[config.mk]
export PLATFORM = sky130hd
export DESIGN_NAME = mem_port_arbiter
export DESIGN_NICKNAME = d
export VERILOG_FILES = /design/src/rtl/mem_port_arbiter.sv
export SDC_FILE = /design/constraint.sdc
export NUM_CORES = 1
export LEC_CHECK = 0
export CORE_MARGIN = 5
export CORE_UTILIZATION = 45
export CTS_CLUSTER_DIAMETER = 100
export DETAILED_ROUTE_END_ITERATION = 7
export GPL_TIMING_DRIVEN = 0
export HOLD_SLACK_MARGIN = 0.12
export PLACE_DENSITY = 0.87
export SLEW_MARGIN = 15
export SYNTH_ARGS = -nofsm -noshare
export SYNTH_HDL_FRONTEND = slang
export SYNTH_SLANG_ARGS = --single-unit
export TNS_END_PERCENT = 30
[constraint.sdc]
create_clock -name clk -period 4.7 [get_ports clk]
set_input_delay 0.705 -clock clk [delete_from_list [all_inputs] [get_ports clk]]
set_output_delay 0.705 -clock clk [all_outputs]
set_load 0.005 [all_outputs]
[src/rtl/mem_port_arbiter.sv]
// mem_port_arbiter: round-robin sharing of one fixed-latency single-port memory
// between the instruction-fetch port (read-only) and the load/store port.
module mem_port_arbiter #(
   parameter int ADDR_W  = 16,
   parameter int DATA_W  = 16,
   parameter int LATENCY = 2
) (
   input  logic              clk,
   input  logic              rst_n,
   input  logic              i_req,
   input  logic [ADDR_W-1:0] i_addr,
   output logic              i_gnt,
   output logic              i_valid,
   output logic [DATA_W-1:0] i_rdata,
   input  logic              d_req,
   input  logic              d_wr,
   input  logic [ADDR_W-1:0] d_addr,
   input  logic [DATA_W-1:0] d_wdata,
   output logic              d_gnt,
   output logic              d_valid,
   output logic [DATA_W-1:0] d_rdata,
   output logic [ADDR_W-1:0] mem_addr,
   output logic [DATA_W-1:0] mem_wdata,
   output logic              mem_enable,
   output logic              mem_wr,
   input  logic [DATA_W-1:0] mem_rdata,
   output logic              busy
);
   typedef enum logic [1:0] {IDLE, ACCESS, RESP} state_t;
   state_t            state_q, state_d;
   logic [3:0]        cnt_q, cnt_d;
   logic              last_d_q, last_d_d;
   logic              sel_d_q, sel_d_d;
   logic              wr_q, wr_d;
   logic [ADDR_W-1:0] addr_q, addr_d;
   logic [DATA_W-1:0] wdata_q, wdata_d;
   logic [DATA_W-1:0] i_rdata_q, i_rdata_d, d_rdata_q, d_rdata_d;
   logic              en_q, en_d, mwr_q, mwr_d;
   logic              i_valid_q, i_valid_d, d_valid_q, d_valid_d;
   logic              busy_q, busy_d;
   logic              pick_i, pick_d;
   // last_d_q=1 means the D side was served last, so I wins the next tie
   always_comb begin
      pick_i    = (state_q == IDLE) && rst_n && i_req && (!d_req || last_d_q);
      pick_d    = (state_q == IDLE) && rst_n && d_req && (!i_req || !last_d_q);
      state_d   = state_q;
      cnt_d     = cnt_q;
      last_d_d  = last_d_q;
      sel_d_d   = sel_d_q;
      wr_d      = wr_q;
      addr_d    = addr_q;
      wdata_d   = wdata_q;
      i_rdata_d = i_rdata_q;
      d_rdata_d = d_rdata_q;
      case (state_q)
         IDLE: begin
            if (pick_i || pick_d) begin
               state_d  = ACCESS;
               cnt_d    = 4'(LATENCY - 1);
               last_d_d = pick_d;
               sel_d_d  = pick_d;
               addr_d   = pick_d ? d_addr : i_addr;
               wr_d     = pick_d && d_wr;
               wdata_d  = pick_d ? d_wdata : wdata_q;
            end
         end
         ACCESS: begin
            if (cnt_q == 4'd0) begin
               state_d   = RESP;
               i_rdata_d = !sel_d_q ? mem_rdata : i_rdata_q;
               d_rdata_d = (sel_d_q && !wr_q) ? mem_rdata : d_rdata_q;
            end else begin
               cnt_d = cnt_q - 4'd1;
            end
         end
         default: state_d = IDLE;
      endcase
      en_d      = state_d == ACCESS;
      mwr_d     = (state_d == ACCESS) && wr_d;
      i_valid_d = (state_d == RESP) && !sel_d_d;
      d_valid_d = (state_d == RESP) && sel_d_d;
      busy_d    = state_d != IDLE;
   end
   always_ff @(posedge clk or negedge rst_n) begin
      if (!rst_n) begin
         state_q   <= IDLE;
         cnt_q     <= '0;
         last_d_q  <= 1'b1;
         sel_d_q   <= 1'b0;
         wr_q      <= 1'b0;
         addr_q    <= '0;
         wdata_q   <= '0;
         i_rdata_q <= '0;
         d_rdata_q <= '0;
         en_q      <= 1'b0;
         mwr_q     <= 1'b0;
         i_valid_q <= 1'b0;
         d_valid_q <= 1'b0;
         busy_q    <= 1'b0;
      end else begin
         state_q   <= state_d;
         cnt_q     <= cnt_d;
         last_d_q  <= last_d_d;
         sel_d_q   <= sel_d_d;
         wr_q      <= wr_d;
         addr_q    <= addr_d;
         wdata_q   <= wdata_d;
         i_rdata_q <= i_rdata_d;
         d_rdata_q <= d_rdata_d;
         en_q      <= en_d;
         mwr_q     <= mwr_d;
         i_valid_q <= i_valid_d;
         d_valid_q <= d_valid_d;
         busy_q    <= busy_d;
      end
   end
   assign i_gnt      = pick_i;
   assign d_gnt      = pick_d;
   assign i_valid    = i_valid_q;
   assign d_valid    = d_valid_q;
   assign i_rdata    = i_rdata_q;
   assign d_rdata    = d_rdata_q;
   assign mem_addr   = addr_q;
   assign mem_wdata  = wdata_q;
   assign mem_enable = en_q;
   assign mem_wr     = mwr_q;
   assign busy       = busy_q;
endmodule
### Signal wires on met4, run 1

Supply wires on this layer in grey.
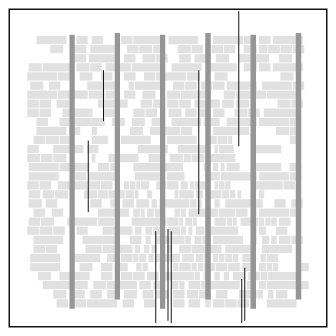
The wires run mostly vertical. 8 nets have wire on it. The longest straight run is 42.8 µm.
total number of vias: 2619
WL final: 8740 µm

### The clock network, run 1

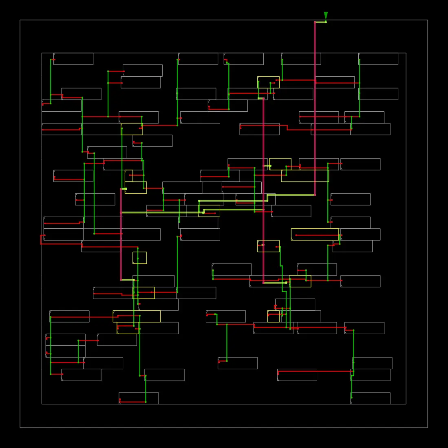
worst skew pair latency: 0.34 ns
number of clock buffers in the layout: 9

### M2 wires, run 1

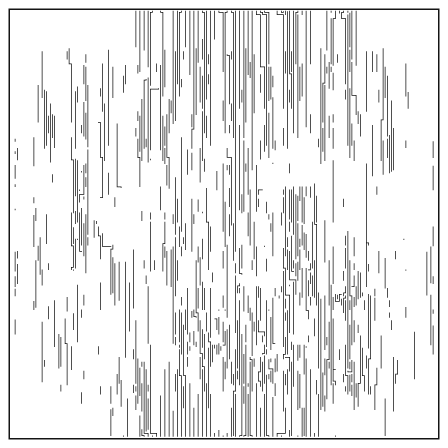
The layer carries 4560 µm of wire. The longest straight run is 53.2 µm. 435 nets have wire on it.

### The metal 1 layer, run 1

Supply wires on this layer in grey.
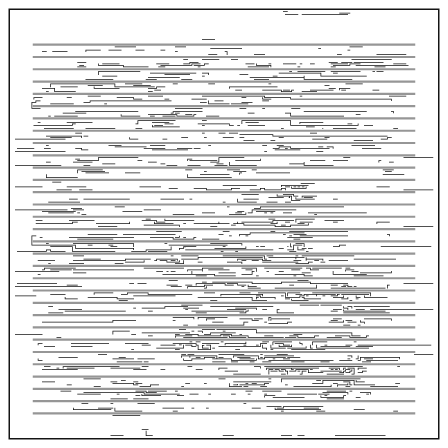
414 nets have wire on it. The layer carries 3430 µm of wire.
Global Route met1 Usage: 0.238

==> flow_metrics.env, run 1 <==
# physical design summary
export IMPL_status="completed"
export IMPL_synth_edff_count=0
export IMPL_vias_per_cell=5.23
export IMPL_grt_pass1_vias=2804
export IMPL_die_area_mm2=0.00897
export IMPL_slew_limit_headroom=0.606
export IMPL_rows=30
export IMPL_slowest_stage="clkdlybuf4s50_1"
export IMPL_htreeDepth=3
export IMPL_netlist_area_mm2=0.00323
export IMPL_fin_ws_ns=1.06
export IMPL_dp_hpwl_um=6580
export IMPL_cts_tree="built"
export IMPL_synth_main_ff_cell="dfrtp_1"
export IMPL_ant_nets=0
export IMPL_slowest_delay_ns=0.52
export IMPL_cts_hold_buf=0
export IMPL_ys_flops=78
export IMPL_max_vdd_ir_drop_mv=0.340
export IMPL_timing_hold_ws_ns=0.269
export IMPL_initial_core_util=0.468
export IMPL_crit_fanout=55
export IMPL_setup_viol=0
export IMPL_place_gp_congestion=0.815
export IMPL_cap_violations=0
export IMPL_max_freq_mhz=274
export IMPL_crit_path_frequent_cell="buf_4"
export IMPL_skew_ns=0.0108
run 1: synth_stat cells, types with 2 or more instances:
library cell	instances	area, µm²
o21ai_0	19	95.1
nor3b_2	2	25.0
a31oi_1	16	100
dfrtp_1	77	1930
inv_1	3	11.3
mux2_1	9	101
clkbuf_1	9	33.8
nand2b_1	2	12.5
a21o_1	2	15.0
nor2_1	5	18.8
buf_2	2	10.0
buf_4	2	15.0
o22ai_1	2	12.5
nand3_1	21	105
a21oi_1	17	85.1
nand2_1	3	11.3
ha_1	2	25.0
mux2_2	40	450
run 1: path summary, 6_finish.rpt:
path / start / to / slack, ns / cells past startpoint
max reg2reg: cnt_q[0] / i_rdata[10] / 2.48 / 6
max: rst_n / d_gnt / 1.06 / 6
min in group clk: i_rdata[10] / i_rdata[10] / 0.50 / 1
max in group asynchronous: rst_n / last_d_q / 3.78 / 2
min reg2reg: i_rdata[10] / i_rdata[10] / 0.50 / 1
min: rst_n / i_rdata[9] / 0.27 / 1
run 1: power by group through the flow:
stage,clock (mW),combinational [mW],sequential [mW]
6_report,0.595,1.39,1.19
5_1_grt,0.637,1.51,1.23
4_1_cts,0.608,1.41,1.19
3_5_place_dp,0,1.40,1.20
3_3_place_gp,0,1.36,1.18
2_1_floorplan,0,0.545,1.21
run 1: registers in the layout, indices dropped and copies added, names as in the netlist:
| name | flops |
|---|---|
| sel_d_q | 1 |
| state_q | 2 |
| mem_enable | 1 |
| d_rdata | 16 |
| mem_addr | 16 |
| wr_q | 1 |
| last_d_q | 1 |
| i_valid | 1 |
| i_rdata | 16 |
| mem_wdata | 16 |
| busy | 1 |
| d_valid | 1 |
| mem_wr | 1 |
| cnt_q | 4 |
run 1: layer usage:
layer  vias to the layer above  share of wire  track usage
li1                       1211              -            -
met2                        94           0.52        0.344
met5                         -              0            0
met3                        22          0.059       0.0478
met4                         0          0.026       0.0938
met1                      1292           0.39        0.238
run 1: logic make-up (layout without fill, tap and decap cells):
family,count (synthesis),in the layout,synth area share
muxes,50,50,0.174
and+or+nand+nor,43,43,0.0825
adders and majority gates,2,2,0.00775
AOI/OAI and AO/OA,60,60,0.106
DFF,78,78,0.605
buffers and inverters,17,172,0.0252
run 1: per-stage QoR:
stage | util | instances | TNS (ns)
floorplan | - | 250 | 0
global placement | 0.686 | 485 | -25.83
detailed placement | 0.690 | 486 | 0
CTS | 0.724 | 501 | 0
global route | 0.724 | 501 | 0
finish | 0.724 | 501 | 0
run 1: final cells by class:
class | instances | area [µm²]
buffer | 14 | 70.1
clock buffer | 9 | 124
clock inverter | 6 | 111
fill | 518 | 1910
inverter | 3 | 11.3
multi-input combinational | 155 | 1190
sequential | 78 | 1950
tap | 96 | 120
timing repair buffer | 140 | 1420
run 1: critical path: cells and delay by family:
kind                   cells  cell delay, ns
buffers and inverters      4            1.39
AND/OR/NAND/NOR            2            0.80
### Met3 routing, run 1

Scale bar: 20 µm.
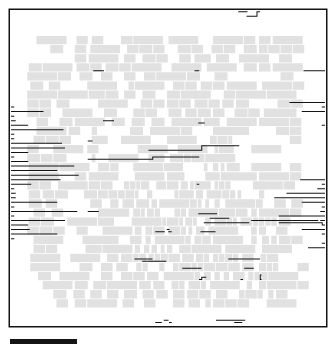

==> run 1 -> run 2 <==
Settings changed: CORE_UTILIZATION 45 to 42, PLACE_DENSITY 0.87 to 0.82.
Clock period 4.7 ns to 3.62 ns, I/O delays scaled along.
### Met3 routing, run 2

Scale bar: 20 µm.
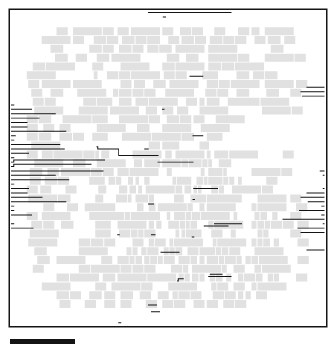
The wires run mostly horizontal. The longest straight run is 28.3 µm. 58 nets have wire on it. The layer carries 459 µm of wire.

### The clock network, run 2

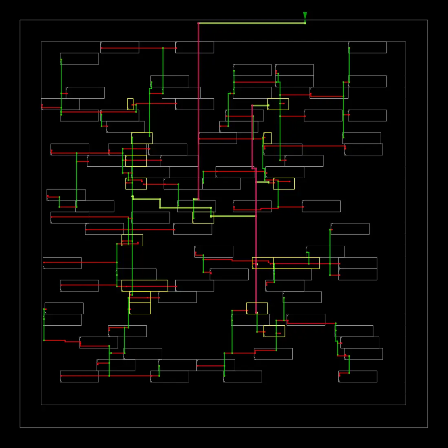
worst skew pair latency: 0.33 ns
Max Clock Skew: 0.00879 ns
clk sinks: 78
number of clock buffers in the layout: 13
clk pwr: 0.749 mW

==> run 2 against run 1 <==
Cell count grew 1.4%. Flip-flop count is the same. Sequential power grew 29%. Clock skew shrank 0.0020 ns. Power grew 29%. Clock power grew 26%. Wire length shrank 1.4%. Synthesized cell count is the same. Register-to-register slack lost 1.1 ns. Critical path type unchanged.
==> flow_metrics.env, run 2 <==
# physical design summary
export IMPL_place_gp_congestion=0.808
export IMPL_htreeDepth=3
export IMPL_rows=32
export IMPL_grt_pass1_vias=2773
export IMPL_max_vdd_ir_drop_mv=0.416
export IMPL_fin_ws_ns=0.287
export IMPL_top_cells_by_count="dfrtp_1 (77), mux2_2 (40), nand3_1 (21)"
export IMPL_cp_num_cells=6
export IMPL_synth_edff_count=0
export IMPL_crit_fanout=52
export IMPL_synth_main_ff_cell="dfrtp_1"
export IMPL_slowest_stage="clkdlybuf4s50_1"
export IMPL_ys_sh_xor=0
export IMPL_rr_endpoint="i_rdata[14]"
export IMPL_area_leaders="dfrtp_1 (60%), mux2_2 (14%), nand3_1 (3.3%)"
export IMPL_status="completed"
export IMPL_ys_top_logic_family="multiplexers"
export IMPL_vias_per_cell=5.13
export IMPL_cap_violations=0
export IMPL_ys_sh_simple=0.0825
export IMPL_max_freq_mhz=300
export IMPL_most_common_cell="dfrtp_1"
export IMPL_worst_r2r_path_depth=6
### Signal wires on met4, run 2

Supply wires on this layer in grey.
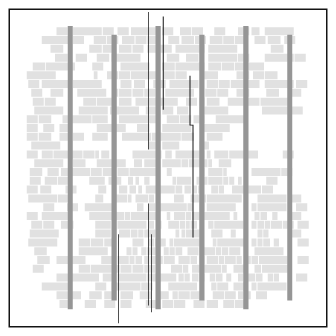
6 nets have wire on it. The layer holds 2.4% of the routed length. The wires run mostly vertical.
WL final: 8620 µm
total number of vias: 2607

[run 2: cell counts after synthesis]
Identical to the previous run, type by type.
[run 2: layout make-up]
class,count,area (µm²)
Clock buffer,13,169
Inverter,3,11.3
Clock inverter,3,65.1
Fill cell,593,2600
Tap cell,102,128
Multi-Input combinational cell,155,1190
Sequential cell,78,1950
Timing Repair Buffer,140,1420
Buffer,14,70.1
[run 2: cells by family after synthesis]
| logic type | Yosys count |
|---|---|
| multiplexers | 50 |
| AND/OR/NAND/NOR | 43 |
| adder cells (fa/ha/maj) | 2 |
| AND-OR/OR-AND | 60 |
| flip-flops | 78 |
| buffers and inverters | 17 |
[run 2: how the worst max path moves through the flow]
| stage | startpoint | end | slack [ns] |
|---|---|---|---|
| global route | rst_n | d_gnt | 0.07 |
| global placement | rst_n | d_gnt | -2.22 |
| CTS | rst_n | d_gnt | 0.21 |
| finish | rst_n | d_gnt | 0.29 |
| detailed placement | rst_n | d_gnt | 0.22 |
| floorplan | rst_n | d_gnt | 1.68 |
[run 2: where the power goes]
part	total, mW	internal (mW)	switching (mW)
combinational	1.79	1.12	0.670
clock	0.749	0.445	0.304
sequential	1.54	1.31	0.233
total	4.08	2.87	1.21
[run 2: through the flow]
stage                     std cells  instance area [µm²]  power, mW  TNS (ns)
after floorplan                 250                 3230       2.28         0
after global placement          491                 4750       3.30   -126.25
after detailed placement        492                 4770       3.37         0
after CTS                       508                 5010       4.14         0
after global routing            508                 5010       4.34         0
final                           508                 5010       4.08         0
[run 2: metal layers]
layer,vias up,global-route usage,part of all wire
li1,1219,-,-
met1,1296,0.215,0.39
met2,77,0.315,0.54
met3,15,0.0395,0.053
met4,0,0.0820,0.024
met5,-,0,0
### The metal 1 layer, run 2

Supply wires on this layer in grey.
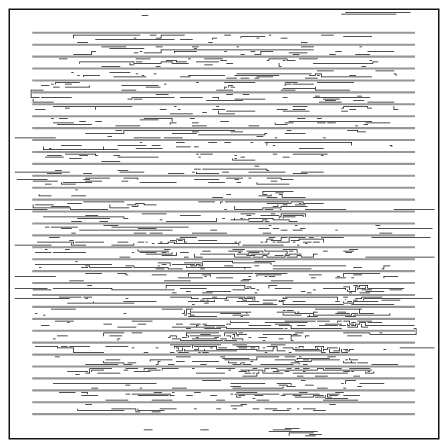

==> run 2 -> run 3 <==
Settings changed: CORE_UTILIZATION 42 to 38, CTS_CLUSTER_SIZE set to 14, PLACE_DENSITY 0.82 to 0.78.
Clock period 3.62 ns to 2.9 ns, I/O delays scaled along.
### The metal 1 layer, run 3

Supply wires on this layer in grey.
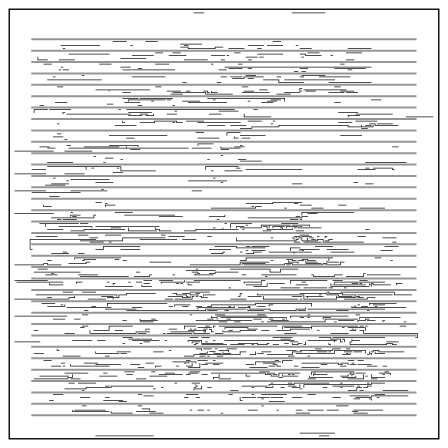
The wires run mostly horizontal. The layer carries 3400 µm of wire. 408 nets have wire on it.

### M2 wires, run 3

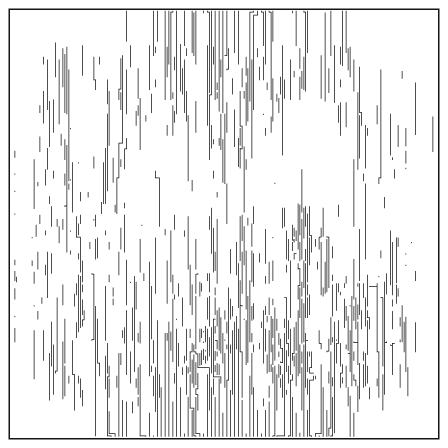
The wires run mostly vertical. The layer holds 52% of the routed length. The layer carries 4530 µm of wire. The longest straight run is 30.9 µm. 439 nets have wire on it.

### Signal wires on met4, run 3

Supply wires on this layer in grey.
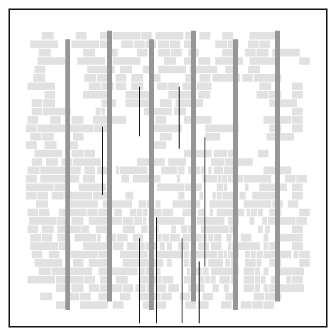
The longest straight run is 41.5 µm. The layer holds 2.4% of the routed length.
WL final: 8760 µm
total number of vias: 2653

==> run 3 against run 2 <==
Register-to-register slack lost 0.75 ns. Clock skew shrank 0.0015 ns. Highest routed layer unchanged. Die size grew 9.4%. Largest cell class unchanged. Sequential power grew 25%. Power grew 25%. Design area grew 1.9%. Synthesized cell count is the same.
==> flow_metrics.env, run 3 <==
# physical design summary
export IMPL_worst_r2r_path_depth=6
export IMPL_max_freq_mhz=391
export IMPL_area_leaders="dfrtp_1 (60%), mux2_2 (14%), nand3_1 (3.3%)"
export IMPL_cp_endpoint="d_gnt"
export IMPL_initial_core_util=0.391
export IMPL_top_cells_by_count="dfrtp_1 (77), mux2_2 (40), nand3_1 (21)"
export IMPL_ys_sh_simple=0.0825
export IMPL_die_area_mm2=0.0104
export IMPL_setup_viol=0
export IMPL_fin_area_mm2=0.00510
export IMPL_place_gp_congestion=0.782
export IMPL_fin_ws_ns=0.345
export IMPL_ys_sh_xor=0
export IMPL_cap_violations=0
export IMPL_crit_reg2reg_launch="cnt_q[0]"
export IMPL_synth_cellmix_compoundShare=0.106
export IMPL_critPathTopFamily="buffers and inverters"
export IMPL_status="completed"
export IMPL_top_area_cell="dfrtp_1"
export IMPL_slowest_stage="clkdlybuf4s50_1"
export IMPL_clkLatencyLatePin_ns=0.34
export IMPL_place_area_mm2=0.00477
export IMPL_vias_per_cell=5.12
export IMPL_m1WireLength_um=3400
export IMPL_top_layer="met4"
export IMPL_htreeDepth=3
export IMPL_synthAdderAreaFrac=0.00775
export IMPL_most_common_cell="dfrtp_1"
export IMPL_p_total_mw=5.12
export IMPL_synth_edff_count=0
export IMPL_cp_num_cells=5
export IMPL_max_vdd_ir_drop_mv=0.451
export IMPL_ys_flops=78
export IMPL_top_area_frac=0.597
export IMPL_slew_limit_headroom=0.619
run 3: cell families after synthesis:
family / after synthesis
simple gates: 43
fa+ha+maj: 2
buf+inv: 17
flops: 78
compound gates: 60
mux: 50
run 3: layout make-up:
type,count,area (µm²)
buffer,14,70.1
timing repair buffer,147,1510
fill,686,3150
clock inverter,4,95.1
clock buffer,12,135
inverter,3,11.3
sequential,78,1950
tap,105,131
multi-input combinational,155,1190
run 3: how the worst min path moves through the flow:
| stage | from | end | slack (ns) | cells past startpoint |
|---|---|---|---|---|
| after floorplan | rst_n | busy | 0.14 | 0 |
| after CTS | i_rdata[12] | i_rdata[12] | 0.50 | 1 |
| after global routing | i_rdata[10] | i_rdata[10] | 0.51 | 1 |
| final | i_rdata[10] | i_rdata[10] | 0.50 | 1 |
| after global placement | i_rdata[10] | i_rdata[10] | 0.47 | 1 |
| after detailed placement | rst_n | mem_wdata[15] | 0.48 | 1 |
run 3: what timing repair did:
| item | in CTS | in global routing |
|---|---|---|
| endpoints found under the hold margin | 43 | 0 |
| setup buffers | 1 | 0 |
| resized | 2 | 0 |
| hold buffers | 6 | 0 |
| endpoints found under the setup margin | 2 | 0 |
run 3: metal layers:
metal  up-vias  GRT usage
met1      1321      0.206
met3        19     0.0553
met4         0     0.0706
met2        88      0.300
met5         -          0
li1       1225          -
run 3: through the flow:
step           std cells  TNS, ns  utilization  hold WS (ns)
3_5_place_dp         495   -0.521        0.578         0.478
2_1_floorplan        250        0            -         0.139
5_1_grt              518        0        0.618         0.513
4_1_cts              518        0        0.618         0.499
6_report             518        0        0.618         0.498
3_3_place_gp         494  -197.27        0.575         0.467
run 3: power breakdown:
group          leakage [nW]  switching [mW]  internal, mW
combinational          1.07           0.820          1.42
clock                 0.115           0.387         0.572
sequential            0.923           0.296          1.63
total                  2.10            1.50          3.62
Power is estimated from default activity; no workload was simulated.
